[config.mk]
export PLATFORM = sky130hd
export DESIGN_NAME = keypad_scan_ctrl_flat
export DESIGN_NICKNAME = d
export VERILOG_FILES = /design/src/rtl/keypad_scan_ctrl_if.sv /design/src/rtl/keypad_scan_ctrl.sv /design/src/flat_wrapper.sv
export SDC_FILE = /design/constraint.sdc
export NUM_CORES = 1
export LEC_CHECK = 0
export CAP_MARGIN = 10
export CORE_ASPECT_RATIO = 0.9
export CORE_MARGIN = 5
export CORE_UTILIZATION = 29
export CTS_BUF_LIST = sky130_fd_sc_hd__clkbuf_16
export CTS_CLUSTER_SIZE = 16
export DETAILED_ROUTE_END_ITERATION = 10
export PLACE_DENSITY_LB_ADDON = 0.12
export SETUP_SLACK_MARGIN = 0.1
export SKIP_CTS_REPAIR_TIMING = 1
export SYNTH_ARGS = -nofsm -noshare
export SYNTH_HDL_FRONTEND = slang
export SYNTH_SLANG_ARGS = --single-unit
[constraint.sdc]
create_clock -name CLKIN -period 2.6 [get_ports CLKIN]
set_input_delay 0.39 -clock CLKIN [delete_from_list [all_inputs] [get_ports CLKIN]]
set_output_delay 0.39 -clock CLKIN [all_outputs]
set_load 0.05 [all_outputs]
[src/rtl/keypad_scan_ctrl_if.sv]
// Key handshake bundle between the keypad scan controller and the key decoder.
// The master side is the scan controller. It drives the code, the valid flag
// and the sticky overrun flag. The slave side returns the one-cycle acknowledge.
interface keypad_scan_ctrl_if;
  logic [3:0] KEYCODE;
  logic       KEYVALID;
  logic       OVERRUN;
  logic       KEYACK;

  modport master (
    output KEYCODE,
    output KEYVALID,
    output OVERRUN,
    input  KEYACK
  );

  modport slave (
    input  KEYCODE,
    input  KEYVALID,
    input  OVERRUN,
    output KEYACK
  );
endinterface

[src/rtl/keypad_scan_ctrl.sv]
// 4x4 matrix keypad scan controller.
// A slow scan tick is derived from CLKIN as a one-cycle enable. An active-low
// row strobe walks the matrix, and presses and releases are debounced over
// DEBOUNCE ticks. Each accepted key is presented as code row*4+column on the
// valid/acknowledge handshake.
// Optional feature: define KEYPAD_REPEAT_EN to re-emit a held key every
// REPEAT ticks. When the macro is undefined, no repeat counter is built.
module keypad_scan_ctrl #(
  parameter int DIV      = 50000,
  parameter int DEBOUNCE = 4,
  parameter int REPEAT   = 32
) (
  input  logic               CLKIN,
  input  logic               ACLR_L,
  input  logic [3:0]         COL,
  output logic [3:0]         ROW_L,
  keypad_scan_ctrl_if.master key_if
);

  if (DIV < 2 || DEBOUNCE < 1 || DEBOUNCE > 15 || REPEAT < 1) begin : g_bad_cfg
    $error("keypad_scan_ctrl: parameter out of range");
  end

  localparam int             TW        = $clog2(DIV);
  localparam logic [TW-1:0]  TICK_LAST = TW'(DIV - 1);
  localparam logic [3:0]     DEB_LAST  = 4'(DEBOUNCE);

  typedef enum logic [1:0] {SCAN, DEB, HELD, REL} state_e;

  logic [3:0]    col_meta_q, col_sync_q;
  logic [TW-1:0] tick_cnt_q, tick_cnt_d;
  logic          tick;
  state_e        state_q, state_d;
  logic [3:0]    row_l_q, row_l_d;
  logic [1:0]    row_sel_q, row_sel_d;
  logic [1:0]    cap_row_q, cap_row_d;
  logic [1:0]    cap_col_q, cap_col_d;
  logic [3:0]    deb_cnt_q, deb_cnt_d;
  logic [1:0]    low_col;
  logic          key_low;
  logic          emit;
  logic [3:0]    emit_code;
  logic [3:0]    keycode_q, keycode_d;
  logic          keyvalid_q, keyvalid_d;
  logic          overrun_q, overrun_d;

`ifdef KEYPAD_REPEAT_EN
  localparam int            RW       = $clog2(REPEAT + 1);
  localparam logic [RW-1:0] REP_LAST = RW'(REPEAT);
  logic [RW-1:0] rep_cnt_q, rep_cnt_d;
`endif

  // Two-flop synchronizer; the columns are asynchronous and idle high
  always_ff @(posedge CLKIN or negedge ACLR_L) begin
    if (!ACLR_L) begin
      col_meta_q <= 4'hF;
      col_sync_q <= 4'hF;
    end else begin
      col_meta_q <= COL;
      col_sync_q <= col_meta_q;
    end
  end

  // Free-running scan divider producing a one-cycle tick enable
  always_comb begin
    tick       = (tick_cnt_q == TICK_LAST);
    tick_cnt_d = tick ? '0 : tick_cnt_q + 1'b1;
  end

  // Lowest-index column pulled low, and the level of the captured column
  always_comb begin
    low_col = 2'd0;
    for (int i = 3; i >= 0; i--) begin
      if (!col_sync_q[i]) low_col = 2'(i);
    end
    key_low = ~col_sync_q[cap_col_q];
  end

  // Scan/debounce FSM next state; all transitions happen on the tick only
  always_comb begin
    state_d   = state_q;
    row_l_d   = row_l_q;
    row_sel_d = row_sel_q;
    cap_row_d = cap_row_q;
    cap_col_d = cap_col_q;
    deb_cnt_d = deb_cnt_q;
    emit      = 1'b0;
    emit_code = {cap_row_q, cap_col_q};
`ifdef KEYPAD_REPEAT_EN
    rep_cnt_d = rep_cnt_q;
`endif
    if (tick) begin
      case (state_q)
        SCAN: begin
          if (col_sync_q == 4'hF) begin
            row_l_d   = {row_l_q[2:0], row_l_q[3]};
            row_sel_d = row_sel_q + 2'd1;
          end else begin
            cap_row_d = row_sel_q;
            cap_col_d = low_col;
            deb_cnt_d = 4'd1;
            emit_code = {row_sel_q, low_col};
            if (DEB_LAST == 4'd1) begin
              emit    = 1'b1;
              state_d = HELD;
            end else begin
              state_d = DEB;
            end
          end
        end
        DEB: begin
          if (key_low) begin
            deb_cnt_d = deb_cnt_q + 4'd1;
            if (deb_cnt_q + 4'd1 == DEB_LAST) begin
              emit    = 1'b1;
              state_d = HELD;
            end
          end else begin
            deb_cnt_d = 4'd0;
            row_l_d   = {row_l_q[2:0], row_l_q[3]};
            row_sel_d = row_sel_q + 2'd1;
            state_d   = SCAN;
          end
        end
        HELD: begin
          if (!key_low) begin
            deb_cnt_d = 4'd1;
            if (DEB_LAST == 4'd1) begin
              row_l_d   = {row_l_q[2:0], row_l_q[3]};
              row_sel_d = row_sel_q + 2'd1;
              state_d   = SCAN;
            end else begin
              state_d = REL;
            end
          end
        end
        REL: begin
          if (!key_low) begin
            deb_cnt_d = deb_cnt_q + 4'd1;
            if (deb_cnt_q + 4'd1 == DEB_LAST) begin
              row_l_d   = {row_l_q[2:0], row_l_q[3]};
              row_sel_d = row_sel_q + 2'd1;
              state_d   = SCAN;
            end
          end else begin
            state_d = HELD;
          end
        end
        default: state_d = SCAN;
      endcase
    end
`ifdef KEYPAD_REPEAT_EN
    if (state_d != HELD) begin
      rep_cnt_d = '0;
    end else if (tick && state_q == HELD) begin
      if (rep_cnt_q + 1'b1 == REP_LAST) begin
        rep_cnt_d = '0;
        emit      = 1'b1;
      end else begin
        rep_cnt_d = rep_cnt_q + 1'b1;
      end
    end
`endif
  end

  // Handshake: load a new code, drop it as an overrun, or clear on acknowledge
  always_comb begin
    keycode_d  = keycode_q;
    keyvalid_d = keyvalid_q;
    overrun_d  = overrun_q;
    if (emit) begin
      if (!keyvalid_q || key_if.KEYACK) begin
        keycode_d  = emit_code;
        keyvalid_d = 1'b1;
        if (keyvalid_q) overrun_d = 1'b0;
      end else begin
        overrun_d = 1'b1;
      end
    end else if (key_if.KEYACK && keyvalid_q) begin
      keyvalid_d = 1'b0;
      overrun_d  = 1'b0;
    end
  end

  // State, scan and handshake registers
  always_ff @(posedge CLKIN or negedge ACLR_L) begin
    if (!ACLR_L) begin
      tick_cnt_q <= '0;
      state_q    <= SCAN;
      row_l_q    <= 4'b1110;
      row_sel_q  <= 2'd0;
      cap_row_q  <= 2'd0;
      cap_col_q  <= 2'd0;
      deb_cnt_q  <= 4'd0;
      keycode_q  <= 4'd0;
      keyvalid_q <= 1'b0;
      overrun_q  <= 1'b0;
    end else begin
      tick_cnt_q <= tick_cnt_d;
      state_q    <= state_d;
      row_l_q    <= row_l_d;
      row_sel_q  <= row_sel_d;
      cap_row_q  <= cap_row_d;
      cap_col_q  <= cap_col_d;
      deb_cnt_q  <= deb_cnt_d;
      keycode_q  <= keycode_d;
      keyvalid_q <= keyvalid_d;
      overrun_q  <= overrun_d;
    end
  end

`ifdef KEYPAD_REPEAT_EN
  // Auto-repeat tick counter, cleared whenever the key is not held
  always_ff @(posedge CLKIN or negedge ACLR_L) begin
    if (!ACLR_L) rep_cnt_q <= '0;
    else         rep_cnt_q <= rep_cnt_d;
  end
`endif

  assign ROW_L           = row_l_q;
  assign key_if.KEYCODE  = keycode_q;
  assign key_if.KEYVALID = keyvalid_q;
  assign key_if.OVERRUN  = overrun_q;

endmodule

[src/flat_wrapper.sv]
// flat-port wrapper written by rule: the top's interface ports become plain ports
module keypad_scan_ctrl_flat 
#(
  parameter int DIV      = 50000,
  parameter int DEBOUNCE = 4,
  parameter int REPEAT   = 32
)
  (CLKIN, ACLR_L, COL, ROW_L, key_if_KEYCODE, key_if_KEYVALID, key_if_OVERRUN, key_if_KEYACK);
  keypad_scan_ctrl_if key_if_i ();
  input  logic CLKIN;
  input  logic ACLR_L;
  input  logic [3:0] COL;
  output logic [3:0] ROW_L;
  output wire logic [$bits(key_if_i.KEYCODE)-1:0] key_if_KEYCODE;
  output wire logic [$bits(key_if_i.KEYVALID)-1:0] key_if_KEYVALID;
  output wire logic [$bits(key_if_i.OVERRUN)-1:0] key_if_OVERRUN;
  input wire logic [$bits(key_if_i.KEYACK)-1:0] key_if_KEYACK;
  assign key_if_KEYCODE = key_if_i.KEYCODE;
  assign key_if_KEYVALID = key_if_i.KEYVALID;
  assign key_if_OVERRUN = key_if_i.OVERRUN;
  assign key_if_i.KEYACK = key_if_KEYACK;
  keypad_scan_ctrl #(.DIV(DIV), .DEBOUNCE(DEBOUNCE), .REPEAT(REPEAT)) u_core (.CLKIN(CLKIN), .ACLR_L(ACLR_L), .COL(COL), .ROW_L(ROW_L), .key_if(key_if_i));
endmodule
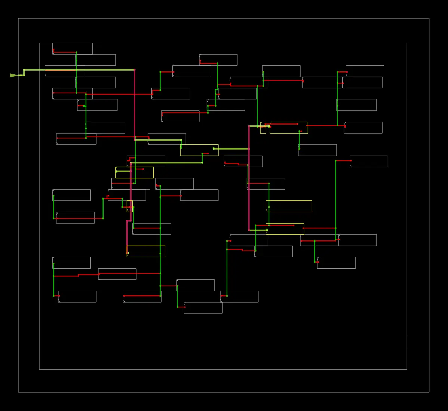
**Above:** run 1 (the clock network).
Flops: 46
CTS buffer count: 5

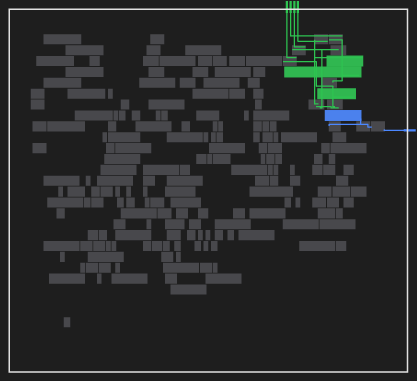
**Above:** run 1 (nets reached from selected ports).
Drawn at 4 px/µm.
[blue] `key_if_OVERRUN` | direction: output | end cells: 1 | buffers: 1 | wire: 18.4 µm
[green] `ROW_L` | direction: output | end cells: 4 | buffers: 4 | wire: 171 µm
port bufs: 16
IO Pins: 17

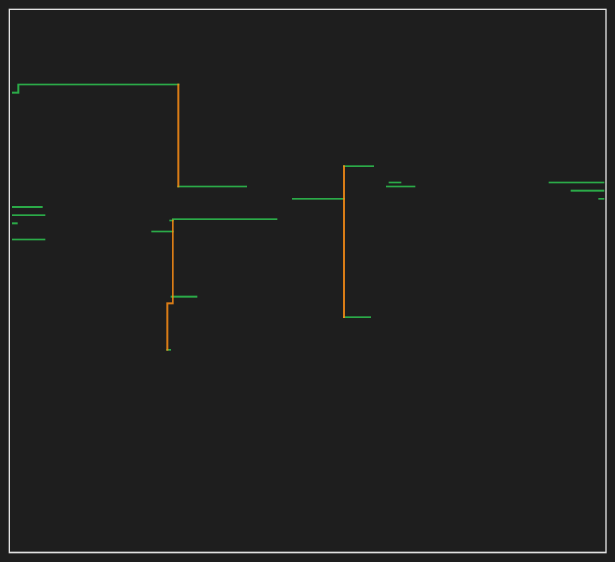
**Above:** run 1 (metal layers overlaid).
Drawn at 6 px/µm. Two of the layers only.
[orange] M4 | wire length: 64.6 µm
[green] M3 | wire length: 121 µm
vias: 1,407
GRT Util Overall: 0.1002
final wirelength: 4021 µm
Wirelength per Cell: 13.82 µm

==> impl_metrics.env, run 1 <==
# physical design summary
export IMPL_status="finished, final reports clean"
export IMPL_path_max_fanout=5
export IMPL_yosysSeqAreaShare=0.5608
export IMPL_dp_hpwl_um=2894
export IMPL_yosys_warnings=0
export IMPL_slew_headroom=0.3547
export IMPL_via_per_inst=4.835
export IMPL_syn_inst=172
export IMPL_mux_share=0.06988
export IMPL_seqPwrFrac=0.498
export IMPL_clockBufferDepth=2
export IMPL_p_comb_frac=0.022
export IMPL_tritoncts="done"
export IMPL_crit_chain="or4b_1 > nor4_4 > and3_1 > mux2_2 > mux2_2"
export IMPL_n_antenna_cell=0
export IMPL_whs_ps=260.8
export IMPL_path_clk_slew_ps=60
export IMPL_max_clock_freq_mhz=433.4
export IMPL_rsz0062_at_grt="no"
export IMPL_numSynthFlops=46
export IMPL_antenna_found_initial=0
export IMPL_worstPathArrival_ps=2480
export IMPL_slowest_stage="or4b_1"
export IMPL_dpl_cell_area_um2=2371
export IMPL_coreArea_um2=7003
export IMPL_aoi_share=0.07771
export IMPL_p_sw_mw=0.2820
export IMPL_fp_nets=182
export IMPL_regToRegStartpoint="u_core.tick_cnt_q[12]$_DFF_PN0_"
export IMPL_critPathCaptureType="register"
export IMPL_post_synth_most_frequent_cells="dfrtp_1 (35), nor2_1 (16), dfstp_2 (11)"
export IMPL_grt_ovfl_total=0
run 1: cell type report:
| type | instances | area, µm² | area share |
|---|---|---|---|
| flip-flops and latches | 46 | 1165 | 0.4598 |
| inverters | 7 | 26.28 | 0.01037 |
| well taps | 93 | 116.4 | 0.04593 |
| clock inverters | 3 | 37.54 | 0.01481 |
| repair buffers | 20 | 185.2 | 0.07309 |
| multi-input cells | 117 | 878.3 | 0.3467 |
| clock buffers | 5 | 125.1 | 0.04938 |
run 1: per-layer routing:
| metal | track usage | vias to the layer above | part of all wire |
|---|---|---|---|
| met5 | 0 | - | 0 |
| met4 | 0.03754 | 0 | 0.016 |
| met3 | 0.02317 | 8 | 0.030 |
| met2 | 0.1532 | 20 | 0.46 |
| met1 | 0.1375 | 710 | 0.49 |
| li1 | - | 669 | - |
run 1: how the worst max path moves through the flow:
stage,startpoint,endpoint,slack [ps],cells after the start
final,u_core.tick_cnt_q[12]$_DFF_PN0_,u_core.key_if.KEYCODE[3]$_DFFE_PN0P_,290,5
after global routing,u_core.tick_cnt_q[11]$_DFF_PN0_,u_core.key_if.KEYCODE[2]$_DFFE_PN0P_,160,5
after CTS,u_core.tick_cnt_q[12]$_DFF_PN0_,u_core.key_if.KEYCODE[2]$_DFFE_PN0P_,270,5
after detailed placement,u_core.tick_cnt_q[12]$_DFF_PN0_,u_core.key_if.KEYCODE[2]$_DFFE_PN0P_,280,5
after global placement,u_core.tick_cnt_q[11]$_DFF_PN0_,u_core.key_if.KEYCODE[2]$_DFFE_PN0P_,340,5
after floorplan,u_core.tick_cnt_q[11]$_DFF_PN0_,u_core.key_if.KEYCODE[3]$_DFFE_PN0P_,340,5
==> run 2: changes to the inputs <==
==> constraint.sdc (replaced) <==
create_clock -name CLKIN -period 2.6 [get_ports CLKIN]
set_input_delay 0.26 -clock CLKIN [delete_from_list [all_inputs] [get_ports CLKIN]]
set_output_delay 0.26 -clock CLKIN [all_outputs]
set_load 0.05 [all_outputs]
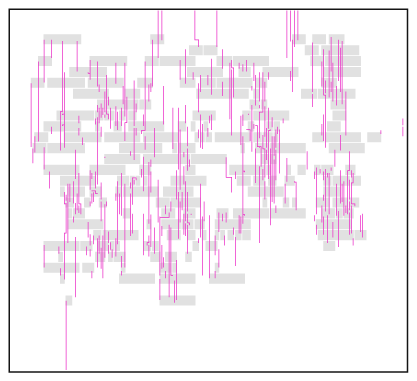
**Above:** run 2 (met2 routing).
Drawn at 4 px/µm.
share of all routed wire: 45%
longest straight run: 21.8 µm
nets with wire on the layer: 176
main direction: vertical
wire length on this layer: 1,810 µm

==> run 2 against run 1 <==
Synthesized cell count unchanged. Hold slack got worse by 110 ps. Non-clock buffer count down 1. Final area is essentially flat. Flip-flop count is the same. Sequential share of layout area hardly changed. Total power increased by 0.94%. Global-route usage decreased by 0.33 points. Count of clock-buffer cells in the layout did not move. Area after synthesis unchanged. Largest power group unchanged. Highest routed layer unchanged.
==> impl_metrics.env, run 2 <==
# physical design summary
export IMPL_status="finished, final reports clean"
export IMPL_wire_per_inst_um=13.87
export IMPL_slowest_stage="or4b_1"
export IMPL_m1WireLength_um=2046
export IMPL_dr_wl_met2_um=1814
export IMPL_wl_met3_um=129
export IMPL_dpl_cell_area_um2=2364
export IMPL_cts_max_level=2
export IMPL_ios=17
export IMPL_slew_headroom=0.3302
export IMPL_post_synth_most_frequent_cells="dfrtp_1 (35), nor2_1 (16), dfstp_2 (11)"
export IMPL_numSynthFlops=46
export IMPL_p_comb_frac=0.021
export IMPL_met2_usage=0.1387
export IMPL_antenna_found_initial=0
export IMPL_crit_chain="or4b_1 > nor4_4 > and3_1 > mux2_2 > mux2_2"
export IMPL_yosysSeqAreaShare=0.5608
export IMPL_grt_ovfl_total=0
export IMPL_regToRegStartpoint="u_core.tick_cnt_q[11]$_DFF_PN0_"
export IMPL_n_antenna_cell=0
export IMPL_dp_hpwl_um=2920
export IMPL_syn_inst=172
export IMPL_clockBufferDepth=2
export IMPL_largest_reg_flops=16
export IMPL_rsz0062_at_grt="no"
export IMPL_p_sw_mw=0.2885
export IMPL_coreArea_um2=7003
export IMPL_max_clock_freq_mhz=430.4
export IMPL_fp_nets=182
export IMPL_portBuffers=16
export IMPL_worstPathArrival_ps=2490
export IMPL_via_per_inst=4.755
export IMPL_grt_use_total=0.09684
export IMPL_path_max_fanout=6
export IMPL_fillerInstances=679
export IMPL_tritoncts="done"
export IMPL_num_vias=1379
export IMPL_flop_area_um2=1165
export IMPL_yosys_warnings=0
export IMPL_pg_comb_mw=0.0304
export IMPL_maxUsedRoutingLayer="met4"
export IMPL_whs_ps=148.0
export IMPL_path_clk_slew_ps=60
export IMPL_critPathCaptureType="register"
export IMPL_wl_um=4023
export IMPL_grt_busiest_layer="met1"
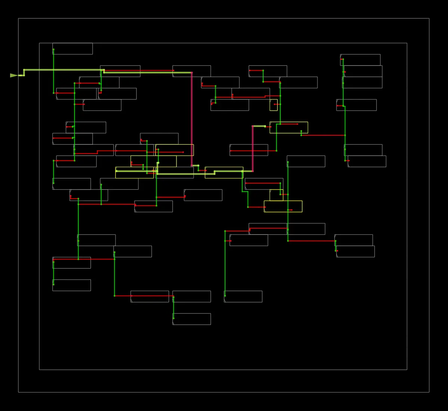
**Above:** run 2 (the clock network).
Clock group: 0.720 mW
Clock Skews: 5.281 ps
clk sinks: 46

==> run 2: area by class of cell <==
class / instances / area share
flip-flops and latches: 46 / 0.4600
clock inverters: 3 / 0.01729
multi-input cells: 117 / 0.3468
repair buffers: 19 / 0.07016
inverters: 7 / 0.01038
well taps: 93 / 0.04595
clock buffers: 5 / 0.04941
==> run 2: worst max path at each step <==
stage	startpoint	endpoint	slack (ps)	depth (start not counted)
after floorplan	u_core.tick_cnt_q[11]$_DFF_PN0_	u_core.key_if.KEYCODE[3]$_DFFE_PN0P_	340	5
after global placement	u_core.tick_cnt_q[11]$_DFF_PN0_	u_core.key_if.KEYCODE[2]$_DFFE_PN0P_	330	5
after detailed placement	u_core.tick_cnt_q[11]$_DFF_PN0_	u_core.key_if.KEYCODE[2]$_DFFE_PN0P_	270	5
after CTS	u_core.tick_cnt_q[11]$_DFF_PN0_	u_core.key_if.KEYCODE[2]$_DFFE_PN0P_	260	5
after global routing	u_core.tick_cnt_q[11]$_DFF_PN0_	u_core.key_if.KEYCODE[2]$_DFFE_PN0P_	140	5
final	u_core.tick_cnt_q[11]$_DFF_PN0_	u_core.key_if.KEYCODE[2]$_DFFE_PN0P_	280	5
==> run 2: cells by family (layout without fill, tap and decap cells) <==
| group | count (synthesis) | after routing | share of synthesized area |
|---|---|---|---|
| AOI/OAI and AO/OA | 23 | 23 | 0.07771 |
| xor gates and xnor gates | 16 | 16 | 0.06747 |
| adders and majority gates | 3 | 3 | 0.01807 |
| buffers and inverters | 9 | 34 | 0.01627 |
| DFF | 46 | 46 | 0.5608 |
| muxes | 12 | 12 | 0.06988 |
| and+or+nand+nor | 63 | 63 | 0.1898 |
==> run 2: worst max-delay path, delay by kind of cell, from the launching register on <==
kind	cells	cell delay, ps
flip-flops	1	440
AND/OR/NAND/NOR	3	1140
multiplexers	2	620
==> run 3: changes to the inputs <==
--- a/config.mk
+++ b/config.mk
@@ -14,7 +14,7 @@
 export DETAILED_ROUTE_END_ITERATION = 10
 export PLACE_DENSITY_LB_ADDON = 0.12
 export SETUP_SLACK_MARGIN = 0.1
-export SKIP_CTS_REPAIR_TIMING = 1
 export SYNTH_ARGS = -nofsm -noshare
 export SYNTH_HDL_FRONTEND = slang
 export SYNTH_SLANG_ARGS = --single-unit
+export TNS_END_PERCENT = 100
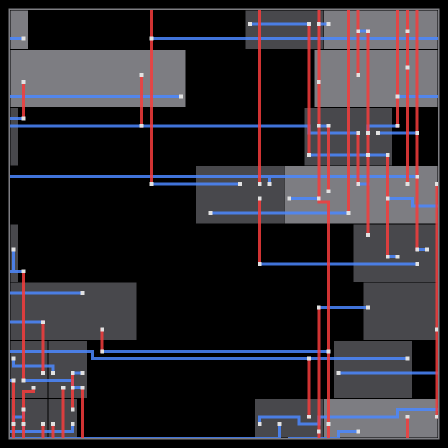
**Above:** run 3 (close-up of the layout).
Window x 64 to 84, y 58 to 78 µm. Cells in grey, sequential cells in the stronger grey; small squares are vias.
[blue] M1
[red] M2
most frequent: mux2_2 (3), clkdlybuf4s50_1 (3), dfrtp_1 (3)
netlist names of flops here include: `u_core.ROW_L` (3)
sequential cells in the window: 5
cells with their middle in the window: 17

==> run 3 against run 2 <==
Flip-flop count unchanged. Register-to-register slack about the same. Total power unchanged. Sequential share of layout area unchanged. Non-clock buffer count unchanged. Final area unchanged. Hold slack unchanged. Critical path depth unchanged. Area after synthesis unchanged. Worst setup slack unchanged. Sequential power about the same. Largest cell class unchanged. Highest routed layer unchanged.
==> impl_metrics.env, run 3 <==
# physical design summary
export IMPL_portBuffers=16
export IMPL_largest_reg_flops=16
export IMPL_seqPwrFrac=0.494
export IMPL_ios=17
export IMPL_dp_hpwl_um=2920
export IMPL_grt_ovfl_total=0
export IMPL_met3_usage=0.02625
export IMPL_clock_sinks=46
export IMPL_gr_usage_met1=0.1424
export IMPL_wire_per_inst_um=13.87
export IMPL_wl_met3_um=129
export IMPL_slowest_stage="or4b_1"
export IMPL_worstPathArrival_ps=2490
export IMPL_numSynthFlops=46
export IMPL_pg_comb_mw=0.0304
export IMPL_status="finished, final reports clean"
export IMPL_rsz0062_at_grt="no"
export IMPL_crit_buf_inv=0
export IMPL_n_antenna_cell=0
export IMPL_grt_use_total=0.09684
export IMPL_post_synth_most_frequent_cells="dfrtp_1 (35), nor2_1 (16), dfstp_2 (11)"
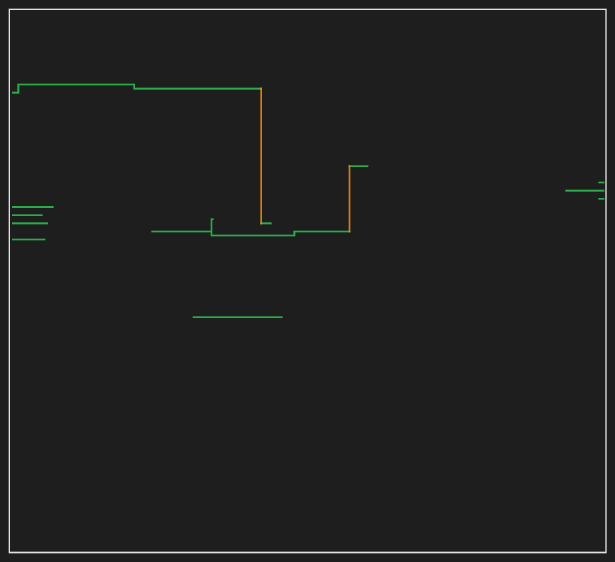
**Above:** run 3 (metal layers overlaid).
Drawn at 6 px/µm. Two of the layers only.
[orange] M4 | wire length: 33.3 µm
[green] M3 | wire length: 129 µm

run 3: cell counts in the layout (fill, tap and decap cells not counted):
No cell type changed its count.
run 3: cells by family (layout without fill, tap and decap cells):
logic type      after synthesis  after routing  share of synthesized area
buf+inv                       9             34                    0.01627
compound gates               23             23                    0.07771
mux                          12             12                    0.06988
xor+xnor                     16             16                    0.06747
simple gates                 63             63                     0.1898
flops                        46             46                     0.5608
fa+ha+maj                     3              3                    0.01807
run 3: worst paths after layout:
path | startpoint | end | slack, ps | cells after the start
setup reg to reg | u_core.tick_cnt_q[11]$_DFF_PN0_ | u_core.key_if.KEYCODE[2]$_DFFE_PN0P_ | 280 | 5
hold reg to reg | u_core.col_meta_q[2]$_DFF_PN1_ | u_core.col_sync_q[2]$_DFF_PN1_ | 360 | 0
hold / removal | ACLR_L | u_core.tick_cnt_q[9]$_DFF_PN0_ | 150 | 1
max in group asynchronous | ACLR_L | u_core.state_q[0]$_DFFE_PN0P_ | 1830 | 1
min in group CLKIN | u_core.col_meta_q[2]$_DFF_PN1_ | u_core.col_sync_q[2]$_DFF_PN1_ | 360 | 0
setup / recovery | u_core.tick_cnt_q[11]$_DFF_PN0_ | u_core.key_if.KEYCODE[2]$_DFFE_PN0P_ | 280 | 5
run 3: worst reg2reg max path: cells and delay by family (launching register included):
family           cells  cell delay, ps
and+or+nand+nor      3            1140
DFF                  1             440
muxes                2             620
run 3: cell type report:
type | count | area, µm²
Fill cell | 679 | 4471
Clock buffer | 5 | 125.1
Inverter | 7 | 26.28
Tap cell | 93 | 116.4
Clock inverter | 3 | 43.79
Timing Repair Buffer | 19 | 177.7
Multi-Input combinational cell | 117 | 878.3
Sequential cell | 46 | 1165
Power figures rest on the tool's default switching activity, not on a simulated workload.
